**config.mk**
```make
export PLATFORM = sky130hd
export DESIGN_NAME = mem_access_stage
export DESIGN_NICKNAME = d
export VERILOG_FILES = /design/src/rtl/mem_access_stage.sv
export SDC_FILE = /design/constraint.sdc
export NUM_CORES = 1
export LEC_CHECK = 0
export CAP_MARGIN = 20
export CORE_AREA = 8 8 141 117
export CTS_BUF_LIST = sky130_fd_sc_hd__clkbuf_16
export CTS_CLUSTER_DIAMETER = 50
export DETAILED_ROUTE_END_ITERATION = 6
export DIE_AREA = 0 0 149 125
export DONT_BUFFER_PORTS = 1
export MAX_ROUTING_LAYER = met4
export SLEW_MARGIN = 15
export SYNTH_ARGS = -nofsm -noshare
export SYNTH_HDL_FRONTEND = slang
export SYNTH_SLANG_ARGS = --single-unit
```
**constraint.sdc**
```tcl
create_clock -name clk -period 2.3 [get_ports clk]
set_input_delay 0.69 -clock clk [delete_from_list [all_inputs] [get_ports clk]]
set_output_delay 0.69 -clock clk [all_outputs]
set_load 0.01 [all_outputs]
```
**src/rtl/mem_access_stage.sv**
```systemverilog
// MEM stage of the 5-stage RISC-V pipeline: branch/jump redirect, data-memory
// req/ack access with watchdog abort, and the registered MEM/WB outputs.
module mem_access_stage #(
  parameter int unsigned WORD_SIZE      = 32,
  parameter int unsigned NUM_REGS       = 32,
  parameter int unsigned REG_SEL        = $clog2(NUM_REGS),
  parameter int unsigned ADDR_SIZE      = 10,
  parameter int unsigned TIMEOUT_CYCLES = 255
) (
  input  logic                 clk,
  input  logic                 rst,
  input  logic [ADDR_SIZE-1:0] branch_target,
  input  logic [WORD_SIZE-1:0] alu_result,
  input  logic [WORD_SIZE-1:0] write_data,
  input  logic [REG_SEL-1:0]   rd,
  input  logic                 alu_zero,
  input  logic                 branch,
  input  logic                 jump,
  input  logic                 mem_read,
  input  logic                 mem_write,
  input  logic                 reg_write,
  output logic                 stall,
  output logic                 pc_redirect,
  output logic [ADDR_SIZE-1:0] redirect_target,
  output logic                 flush,
  output logic                 dmem_req,
  output logic                 dmem_we,
  output logic [ADDR_SIZE-1:0] dmem_addr,
  output logic [WORD_SIZE-1:0] dmem_wdata,
  input  logic                 dmem_ack,
  input  logic [WORD_SIZE-1:0] dmem_rdata,
  output logic [WORD_SIZE-1:0] wb_result,
  output logic [REG_SEL-1:0]   wb_rd,
  output logic                 wb_reg_write,
  output logic                 misaligned,
  output logic                 bus_error
);

  localparam int unsigned CNT_W = $clog2(TIMEOUT_CYCLES + 1);
  localparam logic [CNT_W-1:0] CNT_LAST = CNT_W'(TIMEOUT_CYCLES - 1);

  typedef enum logic {IDLE, BUSY} state_t;

  state_t               state;
  logic [CNT_W-1:0]     cnt;
  logic [WORD_SIZE-1:0] hold_alu;
  logic [REG_SEL-1:0]   hold_rd;
  logic                 hold_rw;

  logic mem_op, aligned, accept, expire;

  always_comb begin
    mem_op      = mem_read | mem_write;
    aligned     = (alu_result[1:0] == 2'b00);
    accept      = (state == IDLE) && mem_op && aligned;
    expire      = (state == BUSY) && !dmem_ack && (cnt == CNT_LAST);
    stall       = accept || ((state == BUSY) && !dmem_ack && !expire);
    pc_redirect = (state == IDLE) && (jump || (branch && alu_zero));
  end

  assign flush           = pc_redirect;
  assign redirect_target = branch_target;

  // The dmem_* registers double as the held address/data/op type while BUSY.
  always_ff @(posedge clk) begin
    if (!rst) begin
      state        <= IDLE;
      cnt          <= '0;
      hold_alu     <= '0;
      hold_rd      <= '0;
      hold_rw      <= 1'b0;
      dmem_req     <= 1'b0;
      dmem_we      <= 1'b0;
      dmem_addr    <= '0;
      dmem_wdata   <= '0;
      wb_result    <= '0;
      wb_rd        <= '0;
      wb_reg_write <= 1'b0;
      misaligned   <= 1'b0;
      bus_error    <= 1'b0;
    end else begin
      misaligned <= 1'b0;
      bus_error  <= 1'b0;
      case (state)
        IDLE: begin
          if (mem_op) begin
            wb_reg_write <= 1'b0;
            if (aligned) begin
              hold_alu   <= alu_result;
              hold_rd    <= rd;
              hold_rw    <= reg_write;
              dmem_addr  <= alu_result[ADDR_SIZE+1:2];
              dmem_wdata <= write_data;
              dmem_we    <= mem_write;
              dmem_req   <= 1'b1;
              cnt        <= '0;
              state      <= BUSY;
            end else begin
              misaligned <= 1'b1;
            end
          end else begin
            wb_result    <= alu_result;
            wb_rd        <= rd;
            wb_reg_write <= reg_write;
          end
        end
        BUSY: begin
          if (dmem_ack) begin
            dmem_req     <= 1'b0;
            wb_result    <= dmem_we ? hold_alu : dmem_rdata;
            wb_rd        <= hold_rd;
            wb_reg_write <= hold_rw;
            state        <= IDLE;
          end else if (cnt == CNT_LAST) begin
            dmem_req     <= 1'b0;
            bus_error    <= 1'b1;
            wb_reg_write <= 1'b0;
            state        <= IDLE;
          end else begin
            cnt          <= cnt + 1'b1;
            wb_reg_write <= 1'b0;
          end
        end
        default: state <= IDLE;
      endcase
    end
  end

endmodule

```
**Pin placement**

Drawn at 3 px/um. Pins as bars across the die edge, other pins in grey.
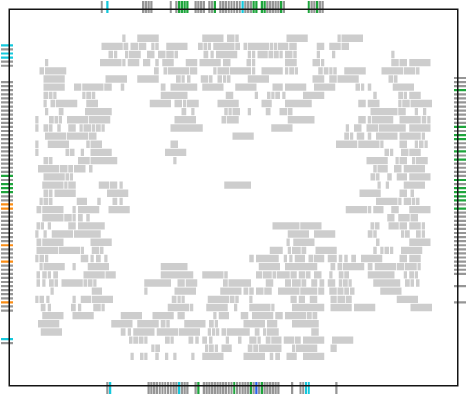
redirect_target -> cyan  # pins 10, direction output, edge 4 bottom, 4 left, 2 top
alu_zero -> blue  # pins 1, direction input, edge bottom
rd -> orange  # pins 5, direction input, edge left
wb_result -> green  # pins 32, direction output, edge 12 right, 12 top, 4 bottom, 4 left
die height: 125 um
die span in x: 149 um

**Logic cells by family**

Drawn at 2 px/um.
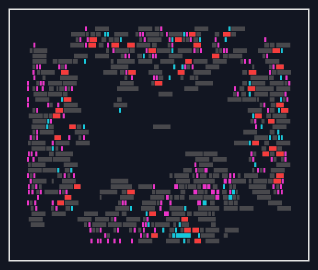
multiplexers -> red  # cells 44, where widely spread
NAND gates -> magenta  # cells 158, where widely spread
NOR gates -> cyan  # cells 52, where widely spread
Top cell excl fill/tap: nand2_1
logic share of the area: 40.64%

==> impl_metrics.yaml <==
# physical design summary
pwr:
  switching_share_pct: 23.52
  leakagePower_nw: 2.004
  internal_power_mw: 4.154
  switchingPower_mw: 1.278
  ir_drop_uv: 495.4
  p_total_mw: 5.432
  largestPowerGroup: "clock"
yosys:
  fa_ha_area_share_pct: 0.4874
  ys_seq_share_pct: 47.18
  yosys_cells: 610
  yosys_area_um2: 5134
  synthMuxAreaShare_pct: 9.188
  ff_type: "dfxtp_1"
  synthesis.area_um2: 5134
  synthCells: 610
  yosysTopAreaCell: "dfxtp_1"
  simple_gate_area_share_pct: 17.11
  common_cells: "nand2_1 (146), dfxtp_1 (121), a21oi_1 (83), nor2_1 (47)"
  ys_sh_aoi_pct: 18.57
  syn_nets: 732
  synth.avg_cell_area_um2: 8.416
  ys_sh_xor_pct: 0
  synth_cell_types: 37
detailed_routing:
  avgViaCountPerCell: 5.359
  avgRoutedWirePerCell_um: 18.59
  drc: 0
  top_layer: "met4"
  drtIter0Drc: 232
  wl_um: 14390
  vias: 4148
finish:
  antenna_cells: 0
  ff_count: 121
  seq_share_pct: 41.98
  area_share_nonclk_buffers_pct: 2.773
  regArea_um2: 2425
  drive_above_1_share_pct: 12.31
  design_area_um2: 5776
  largest_class: "registers"
  clock_buffers: 17
  inverters: 4
setup_path:
  start_kind: "flop"
  crit_path_max_fanout: 5
  end_kind: "output port"
  reg2reg_depth: 6
  critical_path_required_ns: 1.61
  worstSetupPathType: "reg -> out"
  cp-startpoint: "cnt[0]"
clock_tree:
  h-tree-depth: 4
  clock_latency_ns: 0.41
  postCtsHoldBufs: 0
  clock_sinks: 121
  numCtsBuffers: 17
  cts-root-buf: "clkbuf_16"
grt:
  grt_pass1_wl_um: 22330
  antenna_found_initial: 0
  grt_pass1_vias: 4226
  gr-total-overflow: 0
  grt_use_met2_pct: 24.74
  track_usage_pct: 15.55
timing:
  fin_crit_sh_pct: 96.98
  tns_ns: 0
  slew_headroom_pct: 44.61
  final_hold_viol_count: 0
  tightest_slew_ns: 0.8309
  maxSlewViolCount: 0
  fin_crit_ns: 2.231
flow_run:
  drv_cap: 0
  warnings: 27
floorplan:
  fp_util_pct: 35.62
  pin_count: 217
  core_um2: 14410
place:
  hpwlAfterDp_um: 9571
  place_congestion: 0.7607
  dpl_cell_area_um2: 5160
outcome:
  run_status: "finished, final reports clean"
worst_hold_path:
  holdPathEnd: "cnt[4]"
  min_path_cells: 2
No activity file was given, so power comes from the tool's default toggle rates.
